==> config.mk <==
export PLATFORM = sky130hd
export DESIGN_NAME = mem_port_arbiter_flat
export DESIGN_NICKNAME = d
export VERILOG_FILES = /design/src/rtl/mem_port_arbiter_pkg.sv /design/src/rtl/mem_port_arbiter_if.sv /design/src/rtl/mem_port_arbiter_pick.sv /design/src/rtl/mem_port_arbiter.sv /design/src/flat_wrapper.sv
export SDC_FILE = /design/constraint.sdc
export NUM_CORES = 1
export LEC_CHECK = 0
export ABC_AREA = 1
export CAP_MARGIN = 10
export CORE_MARGIN = 2
export CORE_UTILIZATION = 41
export DETAILED_ROUTE_END_ITERATION = 16
export PLACE_DENSITY = 0.87
export SYNTH_ARGS = -nofsm -noshare
export SYNTH_HDL_FRONTEND = slang
export SYNTH_SLANG_ARGS = --single-unit
export TNS_END_PERCENT = 5
==> constraint.sdc <==
create_clock -name clock -period 5.2 [get_ports clock]
set_input_delay 1.04 -clock clock [delete_from_list [all_inputs] [get_ports clock]]
set_output_delay 1.04 -clock clock [all_outputs]
set_load 0.01 [all_outputs]
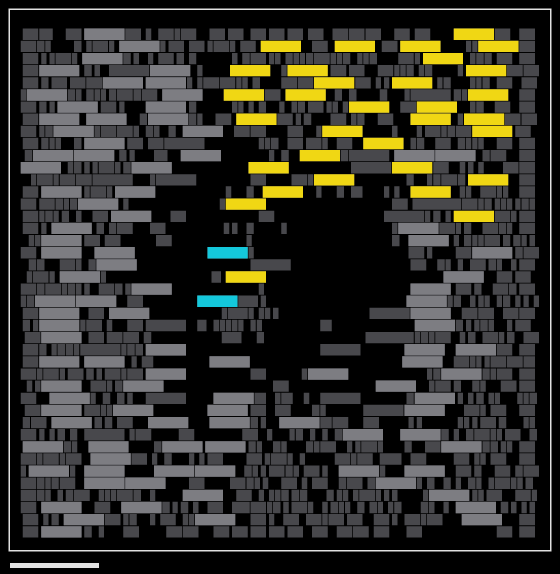
*Register map, names as in the netlist*
Bar = 20 um. Other sequential cells in the stronger grey, the rest of the logic in the fainter grey.
Cyan is u_core.state_q, flops 2. Yellow is u_core.arb_io.mem_wdata, flops 32.
Another 99 sequential cells are not coloured.
Seq area share: 37.6%
post-layout util: 66.6%
Flop area: 3330 um2

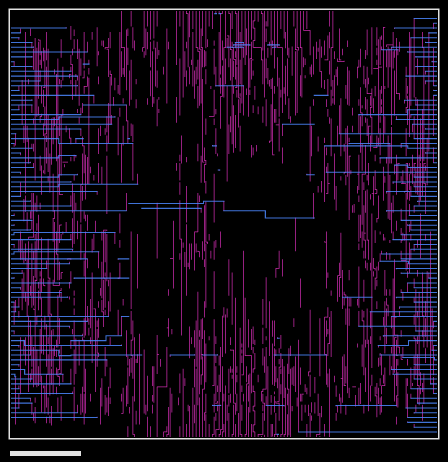
*Routed metal, one colour a layer*
Bar = 20 um. Two of the layers only.
Blue is metal 3, wire length 2060 um. Magenta is metal 2, wire length 7790 um.
detailed-route via count: 5287
DRT Wirelength: 16.6 mm
GRT Util Overall: 22.6%

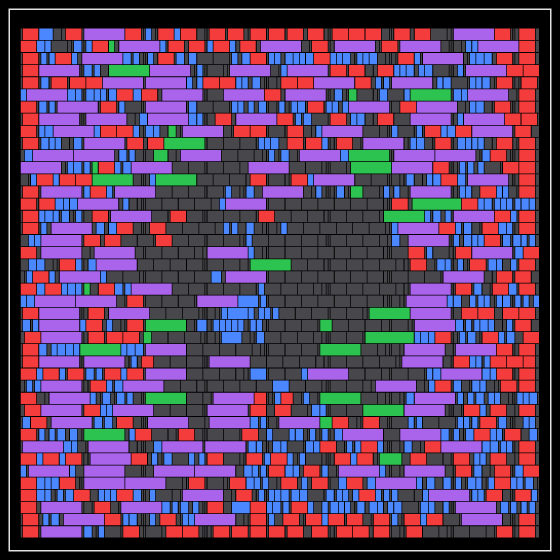
*Placement by cell class*
Fill, decap, tap and diode cells in grey.
Green is clock drivers and dummy loads, cells 30, share of their area 6.4%. Red is other buffers and delay cells, cells 269, share of their area 31%. Blue is combinational and other logic, cells 482, share of their area 24%. Purple is flops, cells 133, share of their area 39%.
post-route cell area: 8860 um2
core area: 13300 um2
num rows: 42

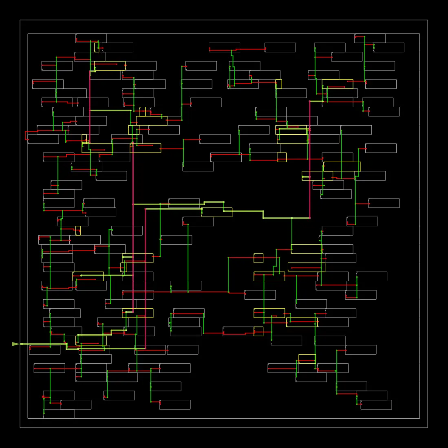
*Clock routing*
CLK BUF: 21
seq_cells: 133
Post-Route Skew: 0.00946 ns
CTS Sinks: 133

==> reports/qor.yml <==
status: "complete, no violations"
grt_busiest_layer: "met2"
avgSynthCellArea_um2: 8.54
yosys.cell_types.count: 13
gp_congestion: 0.780
yosysChipArea_um2: 5620
area_growth_pct: 57.7
power_frac_clock_pct: 22.3
use_met2_pct: 36.5
rrSetupSlack_ns: 2.66
synth_flops: 133
warnings: 30
pwr-share-seq_pct: 34.5
m1WireLength_mm: 6.47
leakagePower_nw: 4.35
io_pins: 266
antenna_found_initial: 0
synthesis.area_um2: 5620
async_flop_share_pct: 100
numCtsBuffers: 17
synth.yosys.num_cells: 658
finish.net_count: 1040
crit_cells: 7
finalSetupTns_ns: 0
slew_violations: 0
hold_ws_ns: 0.485
grt_pass1_wl_mm: 26.1
worstSetupStartpointType: "input pin"
power_density_nw_per_um2: 573
crit_slowest_cell: "buf_4"
swShare_pct: 34.7
period_minus_slack_ns: 2.82
grt-ovfl-total: 0
dr_wl_met2_mm: 7.79
grt_pass1_vias: 5148
layout_top_cell: "nand2_1"
die_area_um2: 14700
layout-drive-gt1-share_pct: 4.16
wl_met3_mm: 2.06
grt_max_degree: 113
crit_top_cell: "buf_4"
yosysSeqAreaShare_pct: 59.3
power_mw: 5.07
edf_count: 0
clk_latency_ns: 0.41
grtUsageMet1_pct: 26.7
detail_route.wl_per_cell_um: 15.2
postRouteAntennaNets: 0
hold_path_depth: 2
drcViolationCount: 0
root_buffer: "clkbuf_16"
rr_worst_depth: 6
crit_type: "in2reg"
grtUsageMet3_pct: 10.7
cts-resized-gates: 0
intPower_mw: 3.31
num_antenna_cells: 0
cp.arrival_ns: 3.06
relSlewSlack_pct: 28.0
dp_slack_ns: 1.99
required_ns: 5.44
initial_core_util_pct: 42.2
cpPeakStageDelay_ns: 0.53
drtIter0Drc: 292
cts_hold_buf: 0
die_h_um: 121
htreeDepth: 4
yosysWarnings: 0
hpwl_mm: 11.4
p_switching_mw: 1.76
critPathMaxFanout: 65
dr.max_layer_used: "met4"
min_path_type: "reg2reg"
rsz0062_at_grt: "no"
floorplan.nets: 795
first_pass_iters: 4
drv_cap: 0
max-vdd-ir-drop_mv: 0.299
crit_chain: "clkdlybuf4s50_1, buf_4, nand3_2, buf_4, inv_2, nand2_1, o21ai_0"
fin_ws_ns: 2.38
end_kind: "register"
combPwrFrac_pct: 43.2
final_cell_mix: "nand2_1, clkdlybuf4s50_1, dfrtp_1"
timing.final.crit_share_pct: 54.1
-- Yosys cell counts (3+ instances only) --
library cell	instances	area share [%]
buf_2	23	2.0
buf_6	6	1.2
clkbuf_1	13	0.87
dfrtp_1	133	59
ha_1	3	0.67
inv_1	42	2.8
nand2_1	271	18
nand3_1	98	8.7
o21ai_0	65	5.8
-- cell type report --
type,instances,area [um2],share of cell area [%]
Timing Repair Buffer,269,2680,30.3
Inverter,43,166,1.88
Sequential cell,133,3330,37.6
Multi-Input combinational cell,439,1900,21.5
Clock buffer,21,450,5.09
Clock inverter,9,106,1.20
Tap cell,176,220,2.49
-- tightest hold or removal path: cells and delay by family (launching register included) --
family,cells,cell delay [ns]
DFF,1,0.34
AOI/OAI and AO/OA,1,0.06
and+or+nand+nor,1,0.05
-- cell families (layout without fill, tap and decap cells) --
family / Yosys count / after routing / synth area share (%)
and+or+nand+nor: 371 / 371 / 27.2
DFF: 133 / 133 / 59.3
buffers and inverters: 86 / 342 / 7.06
AOI/OAI and AO/OA: 65 / 65 / 5.79
adders and majority gates: 3 / 3 / 0.668
-- power groups by stage --
stage	Sequential, mW	Clock (mW)	Combinational (mW)
global route	1.80	1.20	2.42
floorplan	1.94	0	0.804
global placement	1.73	0	2.15
finish	1.75	1.13	2.19
CTS	1.75	1.16	2.22
detailed placement	1.75	0	2.21
-- per-stage QoR --
| stage | cell area (um2) | instances |
|---|---|---|
| floorplan | 5620 | 658 |
| global placement | 8300 | 1060 |
| detailed placement | 8300 | 1060 |
| CTS | 8860 | 1090 |
| global route | 8860 | 1090 |
| finish | 8860 | 1090 |
Power figures rest on the tool's default switching activity, not on a simulated workload.
